run_1/io_fan.png
The bar under the picture is 50 um long.
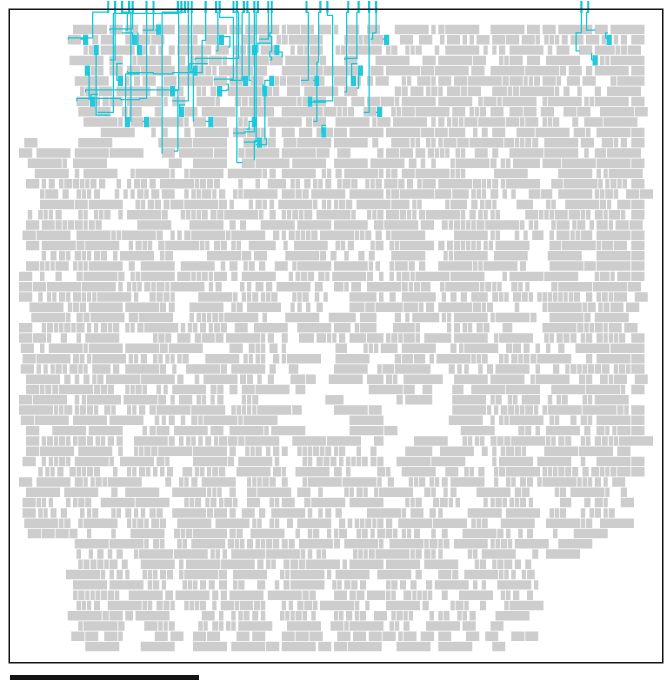
run_1/placement.png
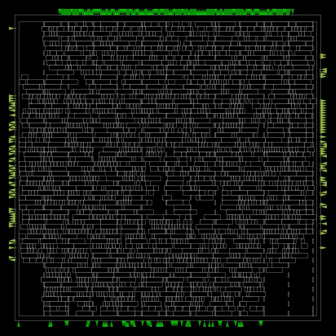
run_1/placement_by_type.png
Fill, decap, tap and diode cells in gray.
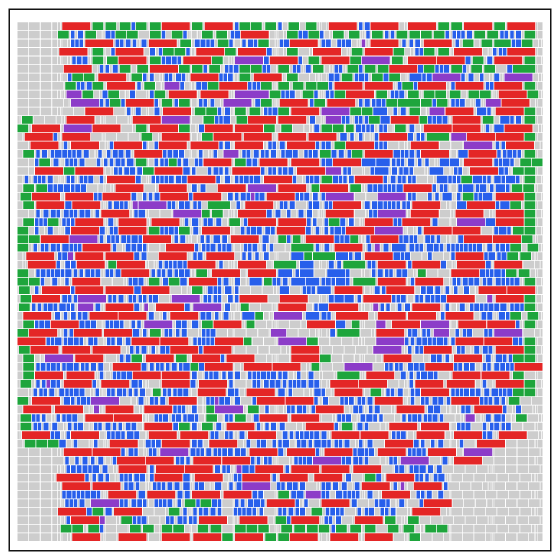
==> config.mk <==
export PLATFORM = sky130hd
export DESIGN_NAME = div_job_sequencer
export DESIGN_NICKNAME = d
export VERILOG_FILES = /design/src/rtl/div_seq_pkg.sv /design/src/rtl/res_fifo.sv /design/src/rtl/div_job_sequencer.sv
export SDC_FILE = /design/constraint.sdc
export NUM_CORES = 1
export LEC_CHECK = 0
export ABC_AREA = 1
export CAP_MARGIN = 20
export CORE_MARGIN = 2
export CORE_UTILIZATION = 57
export DETAILED_ROUTE_END_ITERATION = 16
export MAX_ROUTING_LAYER = met4
export PLACE_DENSITY = 0.85
export SKIP_CTS_REPAIR_TIMING = 1
export SLEW_MARGIN = 10
export SYNTH_ARGS = -nofsm -noshare
export SYNTH_HDL_FRONTEND = slang
export SYNTH_SLANG_ARGS = --single-unit
==> constraint.sdc <==
create_clock -name clk -period 4.4 [get_ports clk]
set_clock_uncertainty 0.1 [all_clocks]
set_input_delay 1.32 -clock clk [delete_from_list [all_inputs] [get_ports clk]]
set_output_delay 1.32 -clock clk [all_outputs]
set_load 0.01 [all_outputs]
==> src/rtl/div_seq_pkg.sv <==
// Shared types and defaults for the divider job sequencer and its result FIFO.
package div_seq_pkg;

  typedef enum logic [1:0] {
    IDLE  = 2'd0,
    ISSUE = 2'd1,
    WAIT  = 2'd2
  } seq_state_e;

  localparam int unsigned DEF_WIDTH      = 32;
  localparam int unsigned DEF_FIFO_DEPTH = 4;
  localparam int unsigned DEF_TIMEOUT    = 64;

  localparam int unsigned PTR_W = $clog2(DEF_FIFO_DEPTH);
  localparam int unsigned WD_W  = $clog2(DEF_TIMEOUT + 1);

endpackage

==> src/rtl/res_fifo.sv <==
// Registered synchronous FIFO (no fall-through) with wrap-bit pointers.
module res_fifo
  import div_seq_pkg::*;
#(
  parameter int unsigned DW    = 2 * DEF_WIDTH + 1,
  parameter int unsigned DEPTH = DEF_FIFO_DEPTH
) (
  input  logic                     clk,
  input  logic                     rst_n,
  input  logic                     push_i,
  input  logic [DW-1:0]            wdata_i,
  input  logic                     pop_i,
  output logic [DW-1:0]            rdata_o,
  output logic                     full_o,
  output logic                     empty_o,
  output logic [$clog2(DEPTH):0]   count_o
);

  localparam int unsigned AW = $clog2(DEPTH);

  logic [DW-1:0] mem_q [DEPTH];
  logic [AW:0]   wptr_q, wptr_d;
  logic [AW:0]   rptr_q, rptr_d;
  logic          do_push, do_pop;

  assign empty_o = (wptr_q == rptr_q);
  assign full_o  = (wptr_q[AW] != rptr_q[AW]) && (wptr_q[AW-1:0] == rptr_q[AW-1:0]);
  assign count_o = wptr_q - rptr_q;
  assign rdata_o = mem_q[rptr_q[AW-1:0]];

  // A full FIFO may accept a push in the same cycle it pops.
  assign do_pop  = pop_i && !empty_o;
  assign do_push = push_i && (!full_o || do_pop);

  always_comb begin
    wptr_d = wptr_q;
    rptr_d = rptr_q;
    if (do_push) wptr_d = wptr_q + 1'b1;
    if (do_pop)  rptr_d = rptr_q + 1'b1;
  end

  always_ff @(posedge clk or negedge rst_n) begin
    if (!rst_n) begin
      wptr_q <= '0;
      rptr_q <= '0;
    end else begin
      wptr_q <= wptr_d;
      rptr_q <= rptr_d;
    end
  end

  always_ff @(posedge clk or negedge rst_n) begin
    if (!rst_n) begin
      for (int unsigned i = 0; i < DEPTH; i++) mem_q[i] <= '0;
    end else if (do_push) begin
      mem_q[wptr_q[AW-1:0]] <= wdata_i;
    end
  end

endmodule

==> src/rtl/div_job_sequencer.sv <==
// Issues dividend/divisor jobs to a single divider one at a time and queues results.
module div_job_sequencer
  import div_seq_pkg::*;
#(
  parameter int unsigned WIDTH      = DEF_WIDTH,
  parameter int unsigned FIFO_DEPTH = DEF_FIFO_DEPTH,
  parameter int unsigned TIMEOUT    = DEF_TIMEOUT
) (
  input  logic             clk,
  input  logic             reset_n,
  input  logic             in_valid,
  output logic             in_ready,
  input  logic [WIDTH-1:0] in_x,
  input  logic [WIDTH-1:0] in_y,
  output logic             div_start,
  output logic [WIDTH-1:0] div_x,
  output logic [WIDTH-1:0] div_y,
  input  logic             div_busy,
  input  logic             div_valid,
  input  logic             div_dbz,
  input  logic [WIDTH-1:0] div_q,
  input  logic [WIDTH-1:0] div_r,
  output logic             out_valid,
  input  logic             out_ready,
  output logic [WIDTH-1:0] out_q,
  output logic [WIDTH-1:0] out_r,
  output logic             out_dbz,
  output logic             err_timeout,
  output logic [15:0]      jobs_done
);

  localparam int unsigned AW     = $clog2(FIFO_DEPTH);
  localparam int unsigned CNT_W  = AW + 1;
  localparam int unsigned WDW    = $clog2(TIMEOUT + 1);
  localparam int unsigned EW     = 2 * WIDTH + 1;

  seq_state_e       state_q, state_d;
  logic [WDW-1:0]   wd_q, wd_d;
  logic             err_q, err_d;
  logic [WIDTH-1:0] x_q, x_d, y_q, y_d;
  logic [15:0]      jobs_q, jobs_d;
  logic             run_q;

  logic             fifo_push, fifo_pop, fifo_full, fifo_empty;
  logic [CNT_W-1:0] fifo_count;
  logic [EW-1:0]    fifo_rdata;

  // One job in flight is tracked by the FSM itself, so busy and the FIFO full flag carry no extra information.
  logic unused_sig;
  assign unused_sig = div_busy ^ fifo_full;

  assign fifo_pop  = !fifo_empty && out_ready;
  assign out_valid = !fifo_empty;
  assign {out_q, out_r, out_dbz} = fifo_rdata;

  assign div_x       = x_q;
  assign div_y       = y_q;
  assign err_timeout = err_q;
  assign jobs_done   = jobs_q;

  always_comb begin
    state_d   = state_q;
    wd_d      = wd_q;
    err_d     = err_q;
    x_d       = x_q;
    y_d       = y_q;
    jobs_d    = jobs_q;
    fifo_push = 1'b0;
    div_start = 1'b0;
    in_ready  = 1'b0;
    unique case (state_q)
      IDLE: begin
        in_ready = run_q && !err_q && (fifo_count < CNT_W'(FIFO_DEPTH));
        if (in_valid && in_ready) begin
          x_d     = in_x;
          y_d     = in_y;
          state_d = ISSUE;
        end
      end
      ISSUE: begin
        div_start = 1'b1;
        wd_d      = '0;
        state_d   = WAIT;
      end
      WAIT: begin
        wd_d = wd_q + 1'b1;
        // The ISSUE cycle counts toward the budget: the flag rises TIMEOUT cycles after div_start.
        if (div_valid) begin
          fifo_push = 1'b1;
          jobs_d    = jobs_q + 16'd1;
          state_d   = IDLE;
        end else if (wd_d == WDW'(TIMEOUT - 1)) begin
          err_d   = 1'b1;
          state_d = IDLE;
        end
      end
      default: state_d = IDLE;
    endcase
  end

  always_ff @(posedge clk or negedge reset_n) begin
    if (!reset_n) begin
      state_q <= IDLE;
      wd_q    <= '0;
      err_q   <= 1'b0;
      x_q     <= '0;
      y_q     <= '0;
      jobs_q  <= '0;
      run_q   <= 1'b0;
    end else begin
      state_q <= state_d;
      wd_q    <= wd_d;
      err_q   <= err_d;
      x_q     <= x_d;
      y_q     <= y_d;
      jobs_q  <= jobs_d;
      run_q   <= 1'b1;
    end
  end

  res_fifo #(
    .DW    (EW),
    .DEPTH (FIFO_DEPTH)
  ) u_res_fifo (
    .clk     (clk),
    .rst_n   (reset_n),
    .push_i  (fifo_push),
    .wdata_i ({div_q, div_r, div_dbz}),
    .pop_i   (fifo_pop),
    .rdata_o (fifo_rdata),
    .full_o  (fifo_full),
    .empty_o (fifo_empty),
    .count_o (fifo_count)
  );

endmodule

==> results.toml, run 1 <==
# flow metrics
[run_status]
status = "finished clean"

[min_path]
whs_path_depth = 2

[yosys]
compound_area_frac = 0.1714
ys_types = 26
yosys.area.top_type = "dfrtp_1"
avgSynthCellArea_sq_um = 8.190
fp_nets = 2123

[power_and_ir_drop]
ir_drop_v = 0.0005004
leakagePower_nw = 9.831

[final_layout]
final_layout_top_logic_cells = "nand2_1 (699), o21ai_0 (398), dfrtp_1 (355)"

[sta]
hold_viol_final = 0
setup_slack_ps = 171.4

[setup_path]
r2r_cells = 6
crit_arrival_ps = 2810
cpMaxStageDelayCell = "dfrtp_4"

[clocking]
worstSkewPairLatency_ps = 520

[die]
initCoreUtil = 0.5806

[detailed_routing]
drtAntennaViolNets = 0
via_per_inst = 5.731
routed_wl_um = 46690

[global_routing]
grt_antenna_before_repair = 2
## Picture notes: io_fan.png
Key: in_y = cyan [bits 32, direction input, edge top, end cells 32, buffers 32, wire 973 um]
port bufs: 282
IO Count: 284

## Picture notes: placement.png
Core Util, Final: 0.7342
Core ar.: 27,860 sq um
Tapcells: 378

## Picture notes: placement_by_type.png
Key: clock drivers and dummy loads = purple [cells 68, share of their area 6.3%]; flops = red [cells 357, share of their area 45%]; combinational and other logic = blue [cells 1,469, share of their area 33%]; other buffers and delay cells = green [cells 314, share of their area 16%]
post-route cell area: 20,450 sq um
flop share of the area: 0.4370
site row count: 61

-- run 1: area by class of cell --
type,instances,area [sq um]
well taps,378,473.0
flip-flops and latches,357,8939
repair buffers,314,3206
diodes,3,7.507
clock inverters,11,87.58
clock buffers,57,1164
fillers,2031,7406
inverters,34,130.1
multi-input cells,1435,6446
-- run 1: metal layers --
layer / global-route usage / vias up / part of all wire
met5: - / - / 0
met2: 0.5122 / 683 / 0.50
met3: 0.05859 / 102 / 0.082
met1: 0.3997 / 7182 / 0.39
met4: 0.1235 / 0 / 0.030
li1: - / 6870 / -
-- run 1: worst min-delay path: stages, from the launching register on --
cell	delay, ps
dfrtp_1	330
o21ai_1	60
nand2_1	50
-- run 1: stage by stage --
step | hold WS (ps) | power, W | std cells | util | area (sq um)
global placement | 356.2 | 0.01202 | 2518 | 0.6890 | 19190
CTS | 376.4 | 0.01554 | 2586 | 0.7339 | 20440
global route | 394.0 | 0.01653 | 2588 | 0.7341 | 20450
finish | 376.1 | 0.01556 | 2589 | 0.7342 | 20450
detailed placement | 363.3 | 0.01228 | 2518 | 0.6890 | 19190
floorplan | 340.6 | 0.009046 | 1975 | - | 16180
-- run 1: power breakdown --
part           leakage [nW]  total, W  internal (W)  switching, W
logic                  4.57   0.00684       0.00288       0.00396
registers              4.64   0.00556       0.00475      0.000800
clock network         0.628   0.00317       0.00189       0.00128
total                  9.83    0.0156       0.00952       0.00604
-- run 1: synth_stat cells, drive strengths merged --
library cell    n
ha             13
inv            34
a21oi           3
nand2         699
nand3           9
dfrtp         357
buf            54
nand4           3
a31o            1
xnor2           6
nor3            4
o22ai          68
nor2          151
o21ai         462
clkbuf         95
xor2           14
nand3b          1
conb            1
run_1/power_grid.png
The bar under the picture is 50 um long. Pins as bars on the die edge. Tap cells in gray.
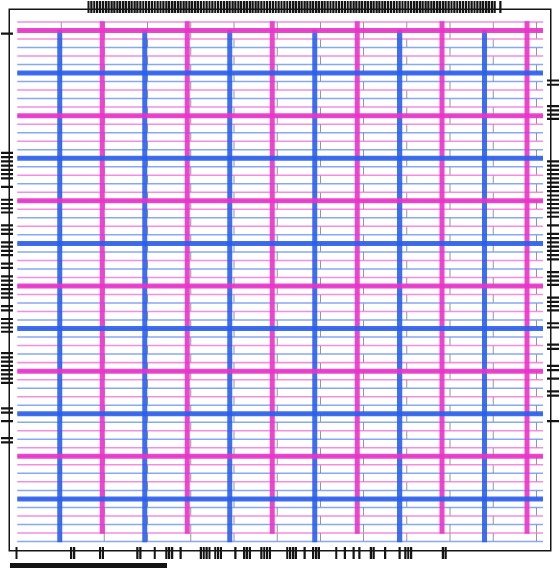

==> run 2, diff against run 1 <==
--- a/config.mk
+++ b/config.mk
@@ -8,10 +8,11 @@
 export ABC_AREA = 1
 export CAP_MARGIN = 20
 export CORE_MARGIN = 2
-export CORE_UTILIZATION = 57
+export CORE_UTILIZATION = 45
 export DETAILED_ROUTE_END_ITERATION = 16
 export MAX_ROUTING_LAYER = met4
-export PLACE_DENSITY = 0.85
+export PLACE_DENSITY = 0.7
+export RECOVER_POWER = 25
 export SKIP_CTS_REPAIR_TIMING = 1
 export SLEW_MARGIN = 10
 export SYNTH_ARGS = -nofsm -noshare
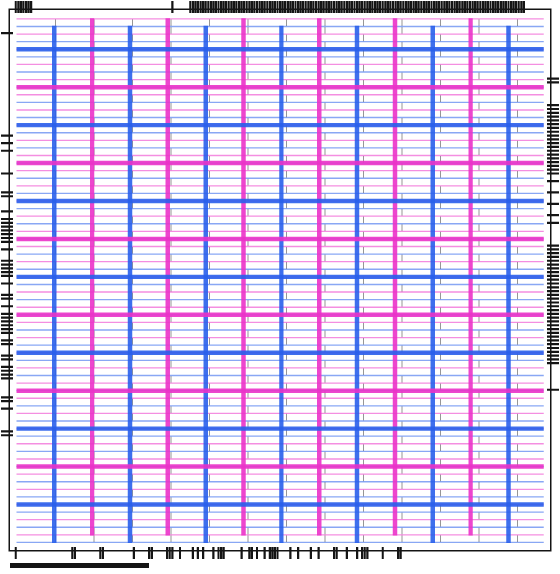
run_2/power_grid.png
The bar under the picture is 50 um long. Pins as bars on the die edge. Tap cells in gray.
Key: VSS = blue; VDD = magenta
The core has 69 rows. 13 straps on met5. 70 met1 rails follow the rows. 461 tap cells.

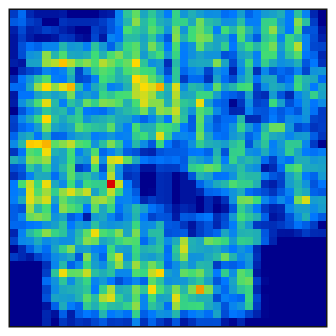
run_2/metal_density.png
The die is cut into 39 by 39 equal tiles; dark blue is low, red is high, scaled to the fullest tile. Values are wire area over tile area, all layers added.
10% of the tiles are nearly empty. The emptiest ninth of the die: lower right. The mean over all tiles is 0.21.

==> results.toml, run 2 <==
# flow metrics
[setup_path]
crit_arrival_ps = 2770
r2r_cells = 7
critical-path-max-stage-delay_ps = 690
cp_max_fo = 22
cpMaxStageDelayCell = "dfrtp_2"

[detailed_routing]
via_per_inst = 5.342
routed_wl_um = 47920
drtAntennaViolNets = 0

[die]
io_pins = 284
rows = 69
initCoreUtil = 0.4559
core_area_sq_um = 35480

[yosys]
top_cell = "nand2_1"
yosys.area.top_type = "dfrtp_1"
common_cells = "nand2_1 (699), o21ai_0 (398), dfrtp_1 (357)"
top_cells_by_area = "dfrtp_1 (55%), nand2_1 (16%), o21ai_0 (12%)"
fp_nets = 2123
avgSynthCellArea_sq_um = 8.190
synth_async_sr_flop_share = 1.000
ys_types = 26
compound_area_frac = 0.1714

[sta]
hold_viol_final = 0
slew_violations = 78

[power_and_ir_drop]
ir_drop_v = 0.0004455
leakagePower_nw = 9.822
pwr-share-comb = 0.441
p_seq_frac = 0.352
pwr-share-clk = 0.207
p_sw_w = 0.006058

[clocking]
clkTransAtPathRegs_ps = 60
worstSkewPairLatency_ps = 530
h-tree-depth = 2

[final_layout]
fill_cells = 3081
stdcell_area_sq_um = 20580
final_layout_top_logic_cells = "nand2_1 (699), o21ai_0 (398), dfrtp_1 (355)"
final_core_util = 0.5801
stdcell_count = 2673

[global_routing]
grt_antenna_before_repair = 5

[job]
drv_cap = 1

[placement]
portBuffers = 282
place_area_sq_um = 19310
dp.cells = 2596

[run_status]
violations = "max-capacitance violations, max-slew violations"
status = "finished, violations left"

[min_path]
whs_path_depth = 2
## run 2: cell counts after synthesis
No cell type changed its count.
## run 2: metrics by stage
stage          setup slack (ps)  total power, W
5_1_grt                   44.47         0.01673
6_report                  211.0         0.01563
3_5_place_dp              769.6         0.01240
4_1_cts                   168.2         0.01571
3_3_place_gp              742.8         0.01221
2_1_floorplan              1244        0.009046
## run 2: power by group through the flow
stage / clock network (W) / logic, W / registers, W
floorplan: 0 / 0.00359 / 0.00546
global placement: 0 / 0.00675 / 0.00546
detailed placement: 0 / 0.00687 / 0.00553
CTS: 0.00330 / 0.00692 / 0.00549
global route: 0.00343 / 0.00762 / 0.00568
finish: 0.00324 / 0.00689 / 0.00550
## run 2: metal layers
metal / share of wire / wire length, um / GRT usage
met3: 0.065 / 3132 / 0.04254
met4: 0.031 / 1505 / 0.08878
met1: 0.43 / 20380 / 0.3384
met2: 0.48 / 22900 / 0.4206
met5: 0 / 0 / -
## run 2: layout make-up
type | instances | area, sq um | area share
inverters | 34 | 130.1 | 0.006321
clock buffers | 61 | 1180 | 0.05732
repair buffers | 310 | 3211 | 0.1560
well taps | 461 | 576.8 | 0.02802
diodes | 5 | 12.51 | 0.0006078
clock inverters | 10 | 90.09 | 0.004376
flip-flops and latches | 357 | 8939 | 0.4342
multi-input cells | 1435 | 6446 | 0.3132
## run 2: how the worst max path moves through the flow
stage / startpoint / slack, ps / cells past startpoint / to
after floorplan: u_res_fifo.rptr_q[1] / 1240 / 9 / in_ready
after global routing: u_res_fifo.rptr_q[1] / 40 / 8 / in_ready
after detailed placement: u_res_fifo.rptr_q[1] / 770 / 8 / in_ready
final: u_res_fifo.rptr_q[1] / 210 / 8 / in_ready
after global placement: u_res_fifo.rptr_q[1] / 740 / 8 / in_ready
after CTS: u_res_fifo.rptr_q[1] / 170 / 8 / in_ready
Power and IR drop assume default switching activity.
